$ cat config.mk
export PLATFORM = sky130hd
export DESIGN_NAME = mp_in
export DESIGN_NICKNAME = d
export VERILOG_FILES = /design/src/rtl/mp_in.sv
export SDC_FILE = /design/constraint.sdc
export NUM_CORES = 1
export LEC_CHECK = 0
export CORE_ASPECT_RATIO = 0.7
export CORE_MARGIN = 2
export CORE_UTILIZATION = 60
export CTS_CLUSTER_SIZE = 24
export DETAILED_ROUTE_END_ITERATION = 10
export HOLD_SLACK_MARGIN = 0.05
export PLACE_DENSITY = 0.86
export SLEW_MARGIN = 20
export SYNTH_ARGS = -nofsm -noshare
export SYNTH_HDL_FRONTEND = slang
export SYNTH_SLANG_ARGS = --single-unit
$ cat constraint.sdc
create_clock -name clk -period 3.1 [get_ports clk]
set_input_delay 0.62 -clock clk [delete_from_list [all_inputs] [get_ports clk]]
set_output_delay 0.62 -clock clk [all_outputs]
set_load 0.05 [all_outputs]
$ cat src/rtl/mp_in.sv
// Receive-side message processor: gathers 16 UART bytes into a 128-bit block
// and hands it to the core as four 32-bit words, most-significant word first.
module mp_in #(
  parameter int DATA_WIDTH     = 32,
  parameter int TIMEOUT_CYCLES = 100000
) (
  input  logic                  clk,
  input  logic                  rst_n,
  input  logic [7:0]            RX_byte_in,
  input  logic                  RX_DV_in,
  input  logic                  core_ready_in,
  output logic [DATA_WIDTH-1:0] core_word_out,
  output logic                  core_dv_out,
  output logic                  busy_out,
  output logic                  overrun_out,
  output logic                  timeout_out
);

  localparam int BLOCK_BITS = 4 * DATA_WIDTH;
  localparam int NUM_BYTES  = BLOCK_BITS / 8;
  // A zero timeout still needs a one-bit counter to keep the vector legal.
  localparam int TW = (TIMEOUT_CYCLES > 0) ? $clog2(TIMEOUT_CYCLES + 1) : 1;
  localparam logic [TW-1:0] T_LAST = (TIMEOUT_CYCLES > 0) ? TW'(TIMEOUT_CYCLES - 1) : '0;

  typedef enum logic [1:0] {
    S_IDLE     = 2'd0,
    S_RX_BYTES = 2'd1,
    S_SEND     = 2'd2,
    S_CLEANUP  = 2'd3
  } state_t;

  state_t                  state_reg, state_next;
  logic [BLOCK_BITS-1:0]   buffer_reg, buffer_next;
  logic [3:0]              byte_cnt_reg, byte_cnt_next;
  logic [1:0]              word_idx_reg, word_idx_next;
  logic [TW-1:0]           tcnt_reg, tcnt_next;
  logic                    overrun_reg, overrun_next;
  logic                    timeout_reg, timeout_next;
  logic                    byte_wr;
  logic [3:0]              wr_pos;
  logic [DATA_WIDTH-1:0]   word_arr [4];

  // Byte lanes: byte k lands at the MSB end first, so byte 0 is the top byte.
  genvar gi;
  generate
    for (gi = 0; gi < NUM_BYTES; gi++) begin : g_lane
      assign buffer_next[BLOCK_BITS-1-8*gi -: 8] =
        (byte_wr && (wr_pos == 4'(gi))) ? RX_byte_in
                                        : buffer_reg[BLOCK_BITS-1-8*gi -: 8];
    end
    for (gi = 0; gi < 4; gi++) begin : g_word
      assign word_arr[gi] = buffer_reg[BLOCK_BITS-1-DATA_WIDTH*gi -: DATA_WIDTH];
    end
  endgenerate

  always_ff @(posedge clk or negedge rst_n) begin
    if (!rst_n) begin
      state_reg    <= S_IDLE;
      buffer_reg   <= '0;
      byte_cnt_reg <= '0;
      word_idx_reg <= '0;
      tcnt_reg     <= '0;
      overrun_reg  <= 1'b0;
      timeout_reg  <= 1'b0;
    end else begin
      state_reg    <= state_next;
      buffer_reg   <= buffer_next;
      byte_cnt_reg <= byte_cnt_next;
      word_idx_reg <= word_idx_next;
      tcnt_reg     <= tcnt_next;
      overrun_reg  <= overrun_next;
      timeout_reg  <= timeout_next;
    end
  end

  always_comb begin
    state_next    = state_reg;
    byte_cnt_next = byte_cnt_reg;
    word_idx_next = word_idx_reg;
    tcnt_next     = tcnt_reg;
    overrun_next  = 1'b0;
    timeout_next  = 1'b0;
    byte_wr       = 1'b0;
    wr_pos        = byte_cnt_reg;
    case (state_reg)
      S_IDLE: begin
        byte_cnt_next = '0;
        if (RX_DV_in) begin
          byte_wr       = 1'b1;
          wr_pos        = '0;
          byte_cnt_next = 4'd1;
          tcnt_next     = '0;
          state_next    = S_RX_BYTES;
        end
      end
      S_RX_BYTES: begin
        if (RX_DV_in) begin
          // A byte on the timeout cycle wins over the timeout.
          byte_wr       = 1'b1;
          byte_cnt_next = byte_cnt_reg + 4'd1;
          tcnt_next     = '0;
          if (byte_cnt_reg == 4'(NUM_BYTES - 1)) begin
            word_idx_next = '0;
            state_next    = S_SEND;
          end
        end else if ((TIMEOUT_CYCLES != 0) && (tcnt_reg == T_LAST)) begin
          timeout_next  = 1'b1;
          byte_cnt_next = '0;
          state_next    = S_IDLE;
        end else begin
          tcnt_next = tcnt_reg + TW'(1);
        end
      end
      S_SEND: begin
        overrun_next = RX_DV_in;
        if (core_ready_in) begin
          word_idx_next = word_idx_reg + 2'd1;
          if (word_idx_reg == 2'd3) state_next = S_CLEANUP;
        end
      end
      S_CLEANUP: begin
        overrun_next = RX_DV_in;
        state_next   = S_IDLE;
      end
      default: state_next = S_IDLE;
    endcase
  end

  always_comb begin
    core_word_out = '0;
    core_dv_out   = 1'b0;
    busy_out      = (state_reg != S_IDLE);
    if (state_reg == S_SEND) begin
      core_dv_out   = 1'b1;
      core_word_out = word_arr[word_idx_reg];
    end
  end

  assign overrun_out = overrun_reg;
  assign timeout_out = timeout_reg;

endmodule

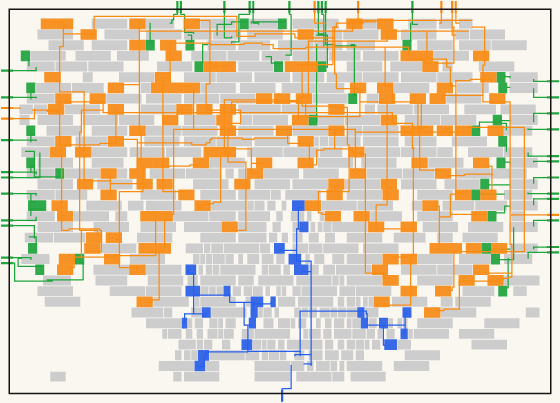
*Nets reached from selected ports, run 1*
| color | port | direction | edge | end cells | buffers | wire |
|---|---|---|---|---|---|---|
| blue | RX_DV_in | input | bottom | 23 | 2 | 214 µm |
| green | core_word_out | output | 12 right, 10 top, 10 left | 32 | 32 | 448 µm |
| orange | RX_byte_in | input | 5 top, 2 left, 1 right | 128 | 8 | 1,970 µm |

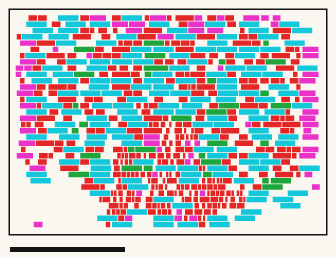
*Cells colored by class, run 1*
The bar under the picture is 50 µm long.
| color | class | cells | share of their area |
|---|---|---|---|
| green | clock drivers and dummy loads | 32 | 6.7% |
| magenta | remaining buffers and delay cells | 62 | 11% |
| cyan | registers | 155 | 44% |
| red | remaining logic cells | 358 | 39% |

==> results.yml, run 1 <==
# implementation run metrics
outcome:
  status: "finished, final reports clean"
power_and_ir_drop:
  p_int_mw: 4.09
  power_frac_clock_pct: 37.5
  p_per_area_nw_per_um2: 619
  p_sw_mw: 1.50
  p_leak_nw: 3.96
  seqPwrFrac_pct: 47.4
  pwr-share-comb_pct: 15.1
clock_network:
  ctsResizeCount: 0
  cts_buffers: 17
  cts_tree: "done"
  clkLatencyLatePin_ns: 0.43
  h-tree-depth: 4
  clock-root-buffer: "clkbuf_16"
  clkSinkCount: 155
setup_path:
  crit_end: "core_word_out[27]"
  critPathKind: "reg -> out"
  crit_chain: "buf_12 -> mux4_2 -> and2_1 -> buf_12"
  rr_worst_depth: 4
  crit_path_start_kind: "flop"
  r2r_setup_slack_ns: 0.68
  required_ns: 2.48
  path_depth: 4
  cp-end-kind: "primary output"
  max_stage_delay_ns: 0.60
  r2r-end: "buffer_reg[57]$_DFFE_PN0P_"
  slowest_stage: "dfrtp_2"
  crit_fanout: 19
  cp.buffers_inverters: 2
finish:
  largest_reg_flops: 128
  final_cells: 769
  mostFrequentLayoutCells: "dfrtp_1, mux2_2, buf_12"
  layout_top_cell: "dfrtp_1"
  final-comb-area_um2: 3410
  drive_gt1_share_pct: 39.9
  layout-area-overhead-vs-synth_pct: 20.9
  final_nets: 609
  n_antenna_cell: 0
  nFillCells: 740
  seq_area_um2: 3880
route:
  vias: 4799
  viasPerCell: 6.24
  wirelength_met1_um: 7190
  routed.top_layer: "met4"
  dr.first_iter.drc_count: 353
  wl_met2_um: 8050
  wl_met3_um: 978
  ant_nets: 0
  first_pass_iters: 5
  drc: 0
timing:
  fin_crit_sh_pct: 91.6
  finalHoldViolations: 0
  postLayoutSetupSlackWorst_ns: 0.261
  maxSlewHeadroom_pct: 35.6
  skew_ns: 0.0147
  slew_viol_final: 0
  setup_viol: 0
  finalSetupTns_ns: 0
floorplanning:
  fp_util_pct: 60.8
  io_pins: 48
  fp-row-count: 34
  die_y_um: 97.4
  die_w_um: 137
logic_synthesis:
  yosysTopAreaCell: "dfrtp_1"
  syn_nets: 569
  ys.flops: 155
  yosysCellCount: 554
  top_area_share_pct: 51.9
  ys_types: 47
  synthArstFlopShare_pct: 100
  synth.area.top_cells: "dfrtp_1, mux2_2, mux4_2"
  edf_count: 0
  synth.top_cells.by_count: "dfrtp_1, mux2_2, and2_1"
  synth_area_per_cell_um2: 13.5
place:
  post-place-ws_ns: 0.174
  place_area_um2: 8440
  dp_cells: 737
  port-buffer-count: 47
  routabilityCongestion: 0.900
global_route:
  use_met2_pct: 41.9
  antenna_found_initial: 1
  use_met3_pct: 6.99
  grt_pass1_vias: 5179
run:
  openroad.warnings: 26
min_path:
  hp-class: "in -> async"
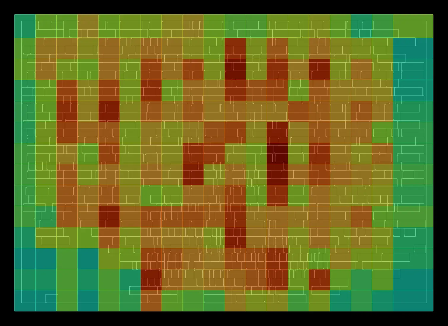
*Congestion heat map, run 1*
DR WL/cell: 21.4 µm
final core utilization: 73.5%

run 1: power by group through the flow:
stage	combinational, mW	sequential, mW	clock [mW]
final	0.845	2.65	2.09
after global routing	0.915	2.69	2.22
after CTS	0.854	2.65	2.11
after detailed placement	0.842	2.68	0
after global placement	0.795	2.63	0
after floorplan	0.669	2.57	0
run 1: area by class of cell:
cell class	instances	share of cell area, %
clock buffers	17	4.71
flip-flops and latches	155	43.0
repair buffers	62	10.3
well taps	162	2.24
multi-input cells	353	37.8
inverters	5	0.208
clock inverters	15	1.83
run 1: kinds of logic after synthesis:
group | synth area share [%]
DFF | 51.9
adders and majority gates | 0.503
xor gates and xnor gates | 0.352
and+or+nand+nor | 12.6
buffers and inverters | 2.51
AOI/OAI and AO/OA | 2.56
muxes | 29.5
==> run 2, diff against run 1 <==
--- a/config.mk
+++ b/config.mk
@@ -5,8 +5,8 @@
 export SDC_FILE = /design/constraint.sdc
 export NUM_CORES = 1
 export LEC_CHECK = 0
+export CAP_MARGIN = 20
 export CORE_ASPECT_RATIO = 0.7
-export CORE_MARGIN = 2
 export CORE_UTILIZATION = 60
 export CTS_CLUSTER_SIZE = 24
 export DETAILED_ROUTE_END_ITERATION = 10
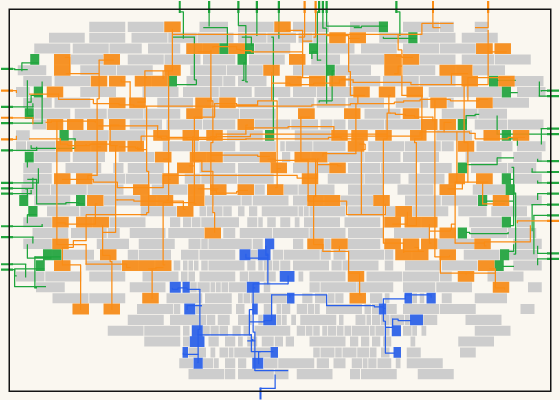
*Nets reached from selected ports, run 2*
| color | port | direction | edge | end cells | buffers | wire |
|---|---|---|---|---|---|---|
| green | core_word_out | output | 12 right, 11 left, 9 top | 32 | 32 | 561 µm |
| blue | RX_DV_in | input | bottom | 23 | 2 | 223 µm |
| orange | RX_byte_in | input | 4 top, 3 left, 1 right | 128 | 8 | 1,830 µm |

==> run 2 against run 1 <==
  * Via count grew 1.1%
  * Maximum frequency down 2.1%
  * Power shrank 1.6%
  * Clock power decreased by 4%
  * Area after synthesis unchanged
  * Non-clock buffer count stayed put
  * Sequential power barely moved
  * Worst setup slack worse by 0.062 ns
  * Final area down 0.46%
  * Sequential share of layout area rose by 0.20 points
  * Highest routed layer unchanged
==> results.yml, run 2 <==
# implementation run metrics
route:
  wl_met3_um: 1000
  first_pass_iters: 5
  drc: 0
  viasPerCell: 6.35
  wl_met2_um: 7840
  dr.first_iter.drc_count: 403
  vias: 4853
  routed.top_layer: "met4"
  ant_nets: 0
  wirelength_met1_um: 7190
finish:
  fin_util_pct: 75.3
  comb.multi_input.count: 353
  largest_reg_flops: 128
  n_antenna_cell: 0
  drive_gt1_share_pct: 39.9
  final_nets: 609
  seq_area_um2: 3880
  flop-count: 155
  final_cells: 764
  buffers: 62
  largestClassByArea: "flip-flops and latches"
  layout-area-overhead-vs-synth_pct: 20.4
  layout_top_cell: "dfrtp_1"
  clock_buffers: 17
  clk_share_pct: 6.32
  sh_comb_area_pct: 38.0
power_and_ir_drop:
  p_int_mw: 4.06
  pg_seq_mw: 2.64
  p_leak_nw: 3.94
  pg_clk_mw: 2.00
  p_per_area_nw_per_um2: 612
  p_sw_mw: 1.44
  power_frac_clock_pct: 36.4
  seqPwrFrac_pct: 48.1
  top_power_group: "sequential cells"
setup_path:
  crit_chain: "nor2b_2 -> buf_4 -> and2_1 -> buf_12"
  required_ns: 2.48
  crit_fanout: 36
  crit_path_start_kind: "flop"
  slowest_stage: "dfrtp_1"
  critPathKind: "reg -> out"
  r2r_setup_slack_ns: 0.52
  r2r-end: "buffer_reg[56]$_DFFE_PN0P_"
  rr_worst_depth: 4
  cp-end-kind: "primary output"
  max_stage_delay_ns: 0.82
  crit_end: "core_word_out[20]"
clock_network:
  cts_buffers: 17
  clkLatencyLatePin_ns: 0.43
  h-tree-depth: 4
  cts_tree: "done"
  ctsResizeCount: 0
logic_synthesis:
  syn_nets: 569
  synth_area_per_cell_um2: 13.5
  synth.top_cells.by_count: "dfrtp_1, mux2_2, and2_1"
  yosysTopAreaCell: "dfrtp_1"
  ys.flops: 155
  synth.area.top_cells: "dfrtp_1, mux2_2, mux4_2"
  simple_gate_share_pct: 12.6
  ys_top_logic_family: "multiplexers"
  fa_ha_area_share_pct: 0.503
  yosys-mux-area-fraction_pct: 29.5
  yosysCellCount: 554
  top_area_share_pct: 51.9
  ys_types: 47
floorplanning:
  io_pins: 48
  die_w_um: 135
  fp_util_pct: 62.6
  tapCellCount: 157
place:
  routabilityCongestion: 0.849
  port-buffer-count: 47
  place_area_um2: 8420
  post-place-ws_ns: 0.150
global_route:
  use_met3_pct: 6.11
  antenna_found_initial: 0
  use_met2_pct: 44.4
timing:
  finalSetupTns_ns: 0
  maxSlewHeadroom_pct: 35.2
  slew_viol_final: 0
  finalHoldViolations: 0
  postLayoutSetupSlackWorst_ns: 0.199
  fin_crit_sh_pct: 93.6
outcome:
  status: "finished, final reports clean"
==> run 2: cell counts after synthesis <==
Identical to the previous run, type by type.
==> run 2: worst min path at each step <==
stage,start,to,depth (start not counted)
3_5_place_dp,buffer_reg[30]$_DFFE_PN0P_,buffer_reg[30]$_DFFE_PN0P_,1
4_1_cts,rst_n,tcnt_reg[16]$_DFFE_PN0P_,1
3_3_place_gp,buffer_reg[78]$_DFFE_PN0P_,buffer_reg[78]$_DFFE_PN0P_,1
2_1_floorplan,rst_n,asynchronous set/reset pin,0
6_report,rst_n,tcnt_reg[16]$_DFFE_PN0P_,1
5_1_grt,rst_n,tcnt_reg[16]$_DFFE_PN0P_,1
Power and IR drop assume default switching activity.
